==> config.mk <==
export PLATFORM = sky130hd
export DESIGN_NAME = fetch_queue_unit
export DESIGN_NICKNAME = d
export VERILOG_FILES = /design/src/rtl/fetch_pkg.sv /design/src/rtl/fetch_queue_unit_sync_fifo_flush.sv /design/src/rtl/fetch_queue_unit.sv
export SDC_FILE = /design/constraint.sdc
export NUM_CORES = 1
export LEC_CHECK = 0
export ABC_CLOCK_PERIOD_IN_PS = 4100
export CAP_MARGIN = 30
export CORE_MARGIN = 2
export CORE_UTILIZATION = 25
export CTS_CLUSTER_SIZE = 20
export DETAILED_ROUTE_END_ITERATION = 6
export HOLD_SLACK_MARGIN = 0.1
export PLACE_DENSITY = 0.4
export SYNTH_ARGS = -nofsm -noshare
export SYNTH_HDL_FRONTEND = slang
export SYNTH_SLANG_ARGS = --single-unit
==> constraint.sdc <==
create_clock -name clk -period 4.1 [get_ports clk]
set_input_delay 0.82 -clock clk [delete_from_list [all_inputs] [get_ports clk]]
set_output_delay 0.82 -clock clk [all_outputs]
set_load 0.05 [all_outputs]
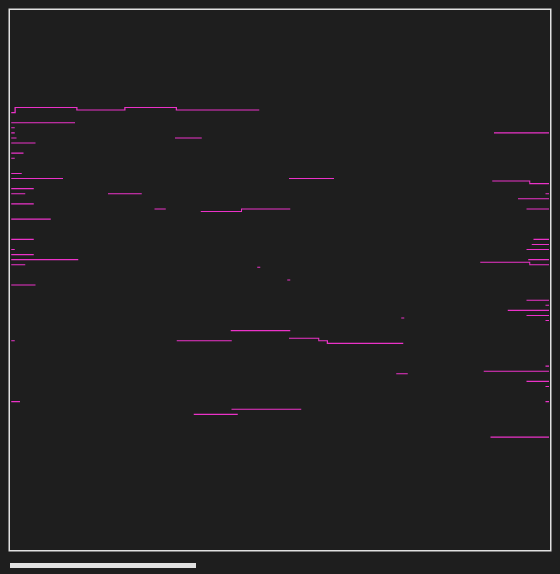
(metal 3)
Bar = 50 µm.
The layer holds 4.4% of the routed length. The longest straight run is 22.1 µm. 47 nets have wire on it.
Detailed Route WL: 10.8 mm
met3 usage: 0.0372
via count: 2785

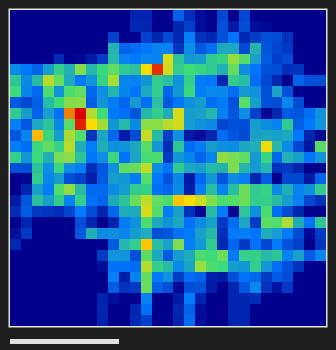
(routed metal per tile)
Bar = 50 µm. 29 x 29 tiles, from dark blue (low) to red (high), scaled to the fullest tile. Values are wire area over tile area, all layers added.
10% of the tiles are over half the peak. The densest ninth of the die: centre. 26% of the tiles are nearly empty. The emptiest ninth of the die: south-west. The fullest tile reaches 0.36.
DR WL/cell: 16.6 µm
gr usage total: 0.112

==> run_results.csv <==
group,metric,value,unit
finish,regArea,0.00342,mm²
floorplan,fp.dieH,145,µm
min_path,hold_path_class,"reg -> reg",
synth,dominantRegCellSynth,"edfxtp_1",
power_and_ir_drop,ir_drop,0.293,mV
routing,vias_per_cell,4.26,
worst_setup_path,r2r_setup_slack,0.97,ns
job,warnings,29,
global_routing,antenna_found_initial,0,
synth,yosysWarnings,0,
synth,synth-edff-count,96,
clock_tree,cts-buffers-inserted,17,
global_routing,grt_pass1_wl,16.8,mm
worst_setup_path,cp-end-kind,"primary output",
worst_setup_path,r2r_cells,11,
finish,final_nets,413,
placed_design,gp_congestion,0.698,
floorplan,io_pins,62,
routing,drtAntennaViolNets,0,
synth,ys_sh_xor,0.0177,
synth,yosys_area,0.00496,mm²
outcome,outcome,"completed",
final_timing,hold_viol,0,
final_timing,period_used_share,0.966,
power_and_ir_drop,p_leak,0.00228,µW
clock_tree,cts.path.max_buffers,2,
clock_tree,htreeDepth,4,
finish,sh_seq_area,0.511,
finish,inverters,11,
synth,fp_nets,337,
finish,lay_top_cells,"edfxtp_1, clkdlybuf4s50_1, and3_1, dfxtp_1, buf_12",
final_timing,setup_violations,0,
finish,largest_class,"sequential cells",
floorplan,floorplan.rows,51,
floorplan,fp.coreArea,0.0195,mm²
floorplan,die_x,145,µm
worst_setup_path,cp.arrival,3.14,ns
placed_design,pre_cts_slack,0.000759,ns
final_timing,worst_pin_slew,0.742,ns
final_timing,fmax,252,MHz
synth,area_leaders,"edfxtp_1, dfxtp_1, mux4_2, and3_1, ha_1",
synth,avgSynthCellArea,16.6,µm²
clock_tree,cts.sinks,123,
placed_design,hpwlAfterDp,6.53,mm
final_timing,finalClockSkew,0.00629,ns
worst_setup_path,crit_type,"in -> out",
job,maxCapViolations,0,
synth,synth_cell_types,36,
clock_tree,ctsHoldBuffers,0,
synth,top_cell_area_share,0.582,
worst_setup_path,cp_slowest_cell,"or4_4",
synth,synth_area,0.00496,mm²
finish,largest_reg_flops,96,
final_timing,rsz0062_at_grt,"false",
final_timing,max-slew-margin-rel,0.505,
finish,ff_count,123,
floorplan,die_area,0.0210,mm²
synth,yosys_cells,299,
clock_tree,cts_tree,"yes",
finish,layout_top_cell,"edfxtp_1",
finish,nClkBuffers,20,
synth,async_reset_ff_frac,0,
finish,layout.nonclk_buf_frac,0.147,
clock_tree,insertion_delay,0.41,ns
synth,synth.logic.top_family,"multiplexers",
clock_tree,clkTransAtPathRegs,0.05,ns
final_timing,finalCriticalPeriod,3.96,ns
routing,drcViolationCount,0,
floorplan,n_tap_cell,265,
synth,postSynthSeqShare,0.691,
final_timing,slew_viol_final,0,
synth,simple_gate_share,0.0828,
finish,buffers,75,
finish,clk_share,0.0737,
worst_setup_path,cpPeakStageDelay,0.51,ns
finish,num_antenna_cells,0,
worst_setup_path,required,3.28,ns
floorplan,floorplan.core_util,0.255,
worst_setup_path,start_kind,"primary input",
synth,synth_flops,123,
finish,final_layout_size_suffix_gt1_frac,0.247,
routing,first_iter_violations,149,
clock_tree,cts_root_buf,"clkbuf_16",
synth,ys_sh_adder,0.0268,
finish,comb_area_frac,0.213,
final_timing,finalSetupTns,0,ns
## logic make-up (layout without fill, tap and decap cells)
kind of cell / after synthesis / in the layout
compound gates: 25 / 25
simple gates: 69 / 69
mux: 33 / 33
fa+ha+maj: 10 / 10
flops: 123 / 123
buf+inv: 29 / 118
xor+xnor: 10 / 10
## worst max-delay path, delay by kind of cell
kind                     cells  cell delay, ns
AND/OR/NAND/NOR              4            1.00
buffers and inverters        4            0.75
adder cells (fa/ha/maj)      2            0.39
AND-OR/OR-AND                1            0.18
## cells in the mapped netlist, drive strengths merged (2+ instances only)
library cell  count
edfxtp           96
and3             30
dfxtp            27
mux4             24
clkbuf           12
a21oi            11
inv              11
nor2b            10
ha                9
mux2i             9
xnor2             9
nand2             7
o21ai             7
buf               6
nor2              6
and2              5
nand3             3
nand4             3
or3               2
or4               2
## layer usage
metal / part of all wire / GRT usage / vias to the layer above
met5: 0 / 0 / -
met3: 0.044 / 0.0372 / 13
met1: 0.47 / 0.148 / 1407
li1: - / - / 1301
met2: 0.47 / 0.170 / 64
met4: 0.011 / 0.0429 / 0
## power by group
part	internal [µW]	total (µW)	switching, µW
Clock	751	1240	494
Sequential	1350	1370	14.6
Combinational	62.8	135	72.0
Total	2170	2750	580
## stage by stage
stage | cell area, µm² | instances | hold WS (ns) | total power, µW | utilization
global route | 6700 | 653 | 0.529 | 2840 | 0.344
global placement | 6180 | 621 | 0.484 | 1530 | 0.317
CTS | 6680 | 653 | 0.518 | 2780 | 0.343
detailed placement | 6180 | 621 | 0.507 | 1530 | 0.317
finish | 6700 | 653 | 0.511 | 2750 | 0.344
floorplan | 4960 | 299 | 0.459 | 1450 | -
## repair_timing
item                                    CTS  global route
pin swaps                                 0             1
buffers inserted                          0             0
endpoints found under the setup margin    1             1
resized                                   1             6
No activity file was given, so power comes from the tool's default toggle rates.
